**Wiring by layer**

The bar under the picture is 200 µm long. Only two layers are drawn.
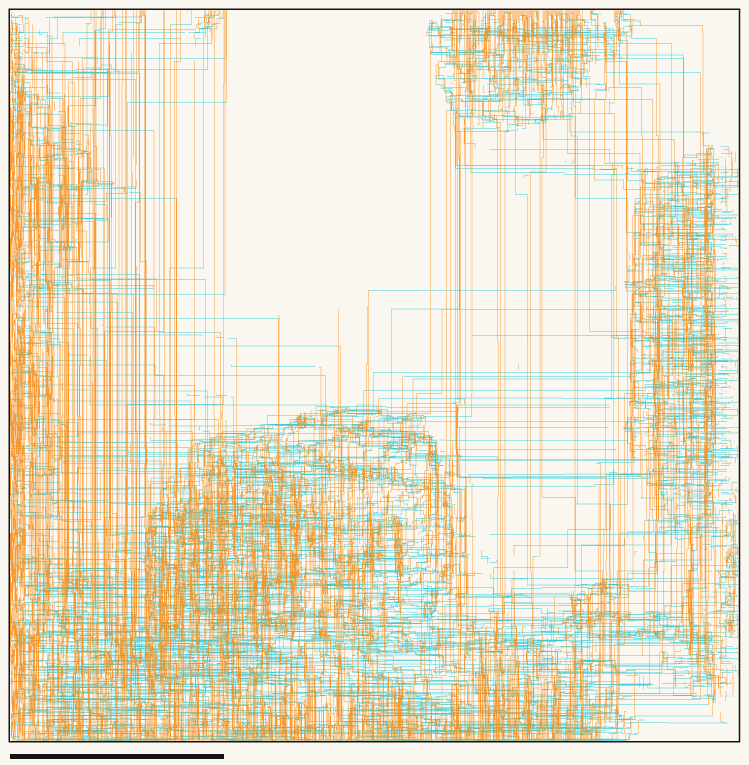
**Metal 2**

The bar under the picture is 200 µm long.
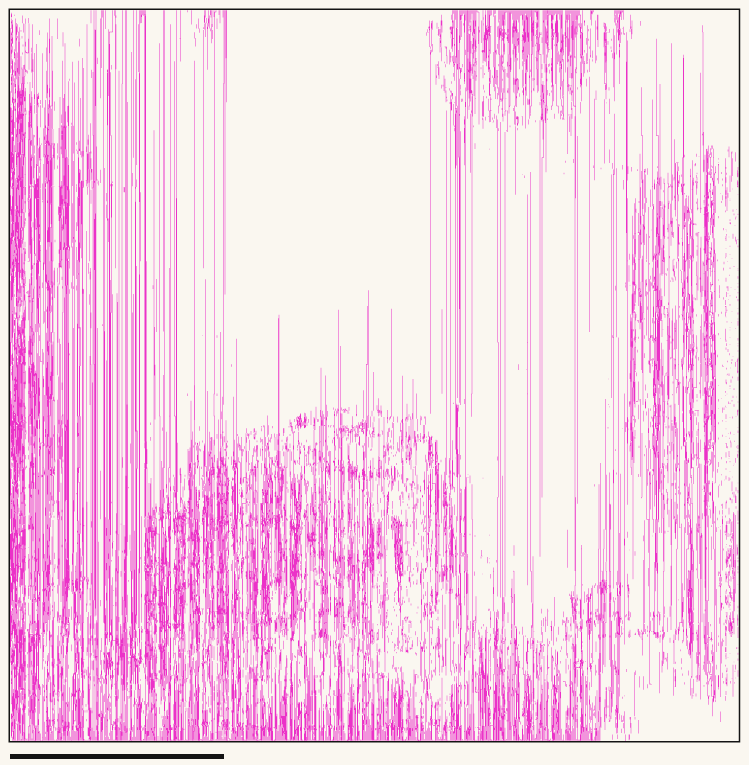
**M3 wires**

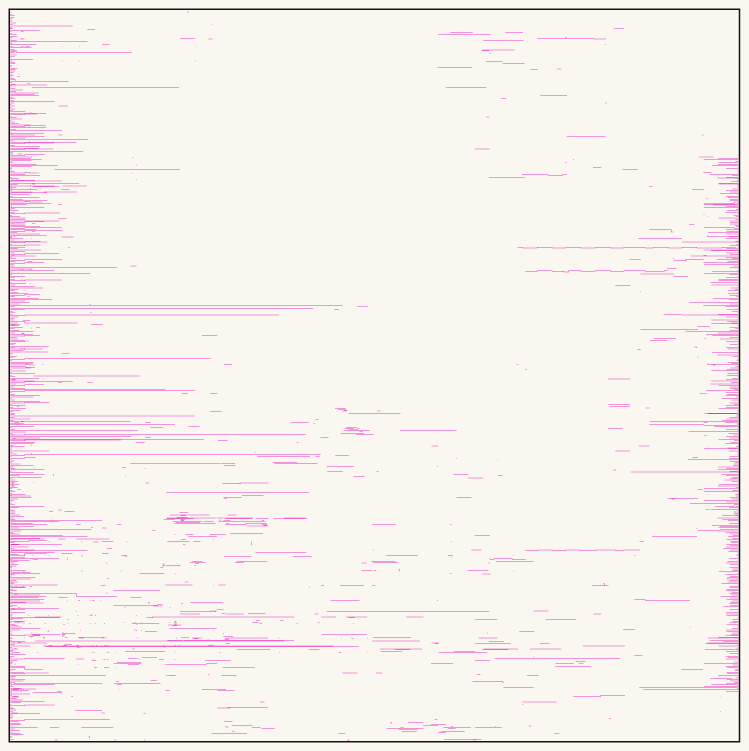
**src/rtl/matrix_multiplication.sv**
```systemverilog
// ---------------------------------------------------------------------------
// matrix_multiplication
//
// Purpose:
//   Sequential matrix multiplier C = A x B using a single 32-bit
//   multiply-accumulate datapath. One product term is accumulated per
//   clock cycle, walking the result row-major (i outer, j middle, k inner).
//   All arithmetic is modulo 2^32, so signed and unsigned operands give
//   identical bit patterns.
//
// Parameters:
//   MEM_SIZE            maximum matrix dimension (rows and columns), >= 1
//
// Ports:
//   clk                 single clock, all logic on the rising edge
//   reset               synchronous, active-high reset (wins over enable)
//   enable              level-sensitive start request
//   operation_reg_port  six 32-bit words: word1 = wA (A columns),
//                       word2 = hA (A rows), word3 = wB (B columns),
//                       word4 = hB (B rows); words 0 and 5 are ignored
//   matrixA_in_port     A[i][j] at bits [((i*MEM_SIZE)+j)*32 +: 32]
//   matrixB_in_port     B[i][j], same packing as A
//   matrixC_out_port    registered result C[i][j], same packing as A
//   done                high when idle or finished, low while computing
//
// Build option:
//   MATMUL_DIM_CHECK_EN  when defined, a run whose dimensions are zero,
//                        larger than MEM_SIZE, or with wA != hB performs no
//                        MAC cycles and leaves C all zero. When undefined,
//                        each dimension is clamped to MEM_SIZE, hB is
//                        ignored and the inner length is the clamped wA.
//
// A and B are read live during the computation; the caller keeps them
// stable from the start edge until done rises.
// ---------------------------------------------------------------------------
module matrix_multiplication #(
    parameter int MEM_SIZE = 4
) (
    input  logic                             clk,
    input  logic                             reset,
    input  logic                             enable,
    input  logic [191:0]                     operation_reg_port,
    input  logic [32*MEM_SIZE*MEM_SIZE-1:0]  matrixA_in_port,
    input  logic [32*MEM_SIZE*MEM_SIZE-1:0]  matrixB_in_port,
    output logic [32*MEM_SIZE*MEM_SIZE-1:0]  matrixC_out_port,
    output logic                             done
);

    localparam int NUM_ELEM = MEM_SIZE * MEM_SIZE;
    // Dimension registers must hold the value MEM_SIZE itself.
    localparam int DIM_W    = $clog2(MEM_SIZE + 1);
    localparam int FLAT_W   = (NUM_ELEM > 1) ? $clog2(NUM_ELEM) : 1;

    localparam logic [DIM_W-1:0]  DIM_ZERO  = DIM_W'(0);
    localparam logic [DIM_W-1:0]  DIM_ONE   = DIM_W'(1);
    localparam logic [DIM_W-1:0]  DIM_MAX   = DIM_W'(MEM_SIZE);
    localparam logic [FLAT_W-1:0] FLAT_ROW  = FLAT_W'(MEM_SIZE);
    localparam logic [31:0]       WORD_MAX  = 32'(MEM_SIZE);

    typedef enum logic [1:0] {
        ST_IDLE = 2'd0,
        ST_CALC = 2'd1,
        ST_FIN  = 2'd2
    } state_t;

    state_t            state_r;
    state_t            state_next_s;
    logic              done_r;

    logic [DIM_W-1:0]  wa_r;
    logic [DIM_W-1:0]  ha_r;
    logic [DIM_W-1:0]  wb_r;
    logic              empty_r;
    logic [DIM_W-1:0]  i_r;
    logic [DIM_W-1:0]  j_r;
    logic [DIM_W-1:0]  k_r;
    logic [31:0]       acc_r;
    logic [31:0]       c_r [NUM_ELEM];

    logic [31:0]       wa_word_s;
    logic [31:0]       ha_word_s;
    logic [31:0]       wb_word_s;
    logic [31:0]       hb_word_s;
    logic [DIM_W-1:0]  wa_dim_s;
    logic [DIM_W-1:0]  ha_dim_s;
    logic [DIM_W-1:0]  wb_dim_s;
    logic              start_empty_s;

    logic [31:0]       a_s [NUM_ELEM];
    logic [31:0]       b_s [NUM_ELEM];
    logic [FLAT_W-1:0] a_idx_s;
    logic [FLAT_W-1:0] b_idx_s;
    logic [FLAT_W-1:0] c_idx_s;
    logic [31:0]       prod_s;
    logic [31:0]       mac_s;
    logic              last_k_s;
    logic              last_j_s;
    logic              last_i_s;
    logic              unused_bits_s;

    // Saturate a full 32-bit dimension word to the supported maximum.
    function automatic logic [DIM_W-1:0] clamp_dim(input logic [31:0] value);
        logic [DIM_W-1:0] result;
        if (value > WORD_MAX) begin
            result = DIM_MAX;
        end else begin
            result = DIM_W'(value);
        end
        return result;
    endfunction

    assign wa_word_s = operation_reg_port[63:32];
    assign ha_word_s = operation_reg_port[95:64];
    assign wb_word_s = operation_reg_port[127:96];
    assign hb_word_s = operation_reg_port[159:128];

    assign wa_dim_s  = clamp_dim(wa_word_s);
    assign ha_dim_s  = clamp_dim(ha_word_s);
    assign wb_dim_s  = clamp_dim(wb_word_s);

`ifdef MATMUL_DIM_CHECK_EN
    assign unused_bits_s = ^{operation_reg_port[191:160], operation_reg_port[31:0]};
`else
    assign unused_bits_s = ^{operation_reg_port[191:128], operation_reg_port[31:0]};
`endif

    // Decide at the start edge whether the run has zero MAC cycles.
    always_comb begin
        start_empty_s = 1'b0;
`ifdef MATMUL_DIM_CHECK_EN
        if ((wa_word_s == 32'd0) || (ha_word_s == 32'd0) ||
            (wb_word_s == 32'd0) || (hb_word_s == 32'd0) ||
            (wa_word_s > WORD_MAX) || (ha_word_s > WORD_MAX) ||
            (wb_word_s > WORD_MAX) || (hb_word_s > WORD_MAX) ||
            (wa_word_s != hb_word_s)) begin
            start_empty_s = 1'b1;
        end else begin
            start_empty_s = 1'b0;
        end
`else
        if ((wa_dim_s == DIM_ZERO) || (ha_dim_s == DIM_ZERO) ||
            (wb_dim_s == DIM_ZERO)) begin
            start_empty_s = 1'b1;
        end else begin
            start_empty_s = 1'b0;
        end
`endif
    end

    // Unpack the flat operand buses and pack the result bus.
    for (genvar g = 0; g < NUM_ELEM; g++) begin : g_pack
        assign a_s[g] = matrixA_in_port[g*32 +: 32];
        assign b_s[g] = matrixB_in_port[g*32 +: 32];
        assign matrixC_out_port[g*32 +: 32] = c_r[g];
    end

    // Element addressing and the single MAC term for this cycle.
    always_comb begin
        a_idx_s  = (FLAT_W'(i_r) * FLAT_ROW) + FLAT_W'(k_r);
        b_idx_s  = (FLAT_W'(k_r) * FLAT_ROW) + FLAT_W'(j_r);
        c_idx_s  = (FLAT_W'(i_r) * FLAT_ROW) + FLAT_W'(j_r);
        prod_s   = a_s[a_idx_s] * b_s[b_idx_s];
        mac_s    = acc_r + prod_s;
        last_k_s = (k_r == (wa_r - DIM_ONE));
        last_j_s = (j_r == (wb_r - DIM_ONE));
        last_i_s = (i_r == (ha_r - DIM_ONE));
    end

    // Next-state logic for the IDLE / CALC / FIN sequencer.
    always_comb begin
        state_next_s = state_r;
        case (state_r)
            ST_IDLE: begin
                if (enable) begin
                    state_next_s = ST_CALC;
                end else begin
                    state_next_s = ST_IDLE;
                end
            end
            ST_CALC: begin
                // Enable is ignored here: a started run always completes.
                if (empty_r || (last_k_s && last_j_s && last_i_s)) begin
                    state_next_s = ST_FIN;
                end else begin
                    state_next_s = ST_CALC;
                end
            end
            ST_FIN: begin
                // Holding enable high must not retrigger a run.
                if (enable) begin
                    state_next_s = ST_FIN;
                end else begin
                    state_next_s = ST_IDLE;
                end
            end
            default: begin
                state_next_s = ST_IDLE;
            end
        endcase
    end

    // State register and registered done flag.
    always_ff @(posedge clk) begin
        if (reset) begin
            state_r <= ST_IDLE;
            done_r  <= 1'b1;
        end else begin
            state_r <= state_next_s;
            done_r  <= (state_next_s != ST_CALC);
        end
    end

    assign done = done_r;

    // Dimension latch, index walk, accumulator and result storage.
    always_ff @(posedge clk) begin
        if (reset) begin
            wa_r    <= DIM_ZERO;
            ha_r    <= DIM_ZERO;
            wb_r    <= DIM_ZERO;
            empty_r <= 1'b0;
            i_r     <= DIM_ZERO;
            j_r     <= DIM_ZERO;
            k_r     <= DIM_ZERO;
            acc_r   <= 32'd0;
            for (int e = 0; e < NUM_ELEM; e++) begin
                c_r[e] <= 32'd0;
            end
        end else begin
            case (state_r)
                ST_IDLE: begin
                    if (enable) begin
                        wa_r    <= wa_dim_s;
                        ha_r    <= ha_dim_s;
                        wb_r    <= wb_dim_s;
                        empty_r <= start_empty_s;
                        i_r     <= DIM_ZERO;
                        j_r     <= DIM_ZERO;
                        k_r     <= DIM_ZERO;
                        acc_r   <= 32'd0;
                        for (int e = 0; e < NUM_ELEM; e++) begin
                            c_r[e] <= 32'd0;
                        end
                    end
                end
                ST_CALC: begin
                    if (!empty_r) begin
                        if (last_k_s) begin
                            // Dot product complete: store it and move row-major.
                            c_r[c_idx_s] <= mac_s;
                            acc_r        <= 32'd0;
                            k_r          <= DIM_ZERO;
                            if (last_j_s) begin
                                j_r <= DIM_ZERO;
                                i_r <= i_r + DIM_ONE;
                            end else begin
                                j_r <= j_r + DIM_ONE;
                            end
                        end else begin
                            acc_r <= mac_s;
                            k_r   <= k_r + DIM_ONE;
                        end
                    end
                end
                default: begin
                    // FIN and IDLE without a start hold every result.
                end
            endcase
        end
    end

endmodule

```
**config.mk**
```make
export PLATFORM = sky130hd
export DESIGN_NAME = matrix_multiplication
export DESIGN_NICKNAME = d
export VERILOG_FILES = /design/src/rtl/matrix_multiplication.sv
export SDC_FILE = /design/constraint.sdc
export NUM_CORES = 2
export LEC_CHECK = 0
export CAP_MARGIN = 20
export CORE_AREA = 2 2 679 681
export CTS_BUF_LIST = sky130_fd_sc_hd__clkbuf_16
export DETAILED_ROUTE_END_ITERATION = 8
export DIE_AREA = 0 0 681 683
export PLACE_DENSITY = 0.31
export SYNTH_ARGS = -nofsm -noshare
export SYNTH_HDL_FRONTEND = slang
export SYNTH_SLANG_ARGS = --single-unit
export TNS_END_PERCENT = 50
```
**constraint.sdc**
```tcl
create_clock -name clk -period 19.7 [get_ports clk]
set_input_delay 2.955 -clock clk [delete_from_list [all_inputs] [get_ports clk]]
set_output_delay 2.955 -clock clk [all_outputs]
set_load 0.005 [all_outputs]
```
==> results.ini <==
[outcome]
status = completed

[synthesis]
ys_sh_adder_pct = 23.1
synth_cell_type_count = 70
ys_sh_mux_pct = 15.5
ys_sh_xor_pct = 2.11
synthCells = 3959
floorplan.nets = 5752
netlist_logic_family_top = adder cells

[clocking]
cts_max_path_buffers = 3
cts_resized = 0
cts.sinks = 566
clk_latency_ns = 0.66
hold_buffers = 0
cts_tree = done

[timing]
fin_crit_ns = 12.99
relSlewSlack_pct = 26.0
clock_skew_ns = 0.0443
timing.final.crit_share_pct = 65.9
setup-tns-final_ns = 0
finalSetupViolCount = 0
drv_slew = 0
rsz0062_at_grt = no

[cells_and_area]
logic_gate_count = 2579
finish.instance_area_mm2 = 0.0720
nonClkBufAreaFrac_pct = 24.0
drive_above_1_share_pct = 10.9
regArea_mm2 = 0.0165
combGateArea_mm2 = 0.0259
lay_top_cells = clkdlybuf4s50_1, nor2_1, inv_1

[setup_path]
slowest_delay_ns = 0.89
required_ns = 20.06
cp_slowest_cell = mux4_1
r2r_cells = 34

[floorplanning]
die_height_um = 683
core_util_floorplan_pct = 9.88

[run]
cap_violations = 0

[global_route]
grt_first_pass_wirelength_um = 466000
grt_max_degree = 77

[placed_design]
dp_slack_ns = 5.97
port_buffers = 1635

Notes on 'wiring by layer' above:
legend:
  metal 1:
    colour: cyan
    wire_length: 134 mm
  metal 2:
    colour: orange
    wire_length: 197 mm
per-cell routed wire length: 31.3 µm
routed wire length: 372000 µm
GRT Total Usage: 15.5%

Notes on 'metal 2' above:
nets with wire on the layer: 6192
share of all routed wire: 53%
longest straight run: 572 µm
wire length on this layer: 197 mm
GR Util met2: 29.8%
DR vias: 39.2k

Notes on 'M3 wires' above:
wire length on this layer: 23.2 mm
main direction: horizontal
share of all routed wire: 6.3%
longest straight run: 310 µm
nets with wire on the layer: 1159
GRT met3 Usage: 3.56%

cells in the mapped netlist, types with 18 or more instances:
cell type and instances:
nor2_1 848, inv_1 570, edfxtp_1 512, fa_1 438, nand2_1 273, mux4_2 224
clkbuf_1 163, ha_1 136, xnor2_1 63, a21oi_1 56, dfxtp_1 54, nand2b_1 54
mux2i_1 48, mux4_1 47, or2_2 47, nor3_1 39, o21ai_0 36, nand3_1 28
xor2_1 27, buf_2 25, buf_4 21, nor2b_1 21, buf_6 20, mux2_2 20
a22oi_1 19, nor4_1 18
worst max-delay path, delay by kind of cell:
family          cells  cell delay (ns)
mux                 1             0.89
simple gates        5             1.22
buf+inv             9             1.66
xor+xnor            1             0.17
fa+ha+maj           9             4.34
compound gates      8             1.87
sequential cells by signal, indices dropped and copies added (netlist names):
name     count
ha_r         3
done         1
acc_r       32
i_r          3
c_r        512
state_r      2
j_r          3
wb_r         3
k_r          3
wa_r         3
empty_r      1
metrics by stage:
stage	instances
finish	11900
global route	11800
CTS	11700
detailed placement	11600
global placement	11600
floorplan	3959
cell families after synthesis:
kind of cell             count (synthesis)
AND/OR/NAND/NOR                       1375
buffers and inverters                  814
adder cells (fa/ha/maj)                574
flip-flops                             566
multiplexers                           340
AND-OR/OR-AND                          191
XOR/XNOR                                99
per-layer routing:
metal | wire length [µm] | vias up | GRT usage (%)
li1 | - | 16500 | -
met2 | 197000 | 1814 | 29.8
met3 | 23200 | 499 | 3.56
met5 | 647 | - | 0
met1 | 134000 | 20300 | 16.5
met4 | 16400 | 94 | 5.18
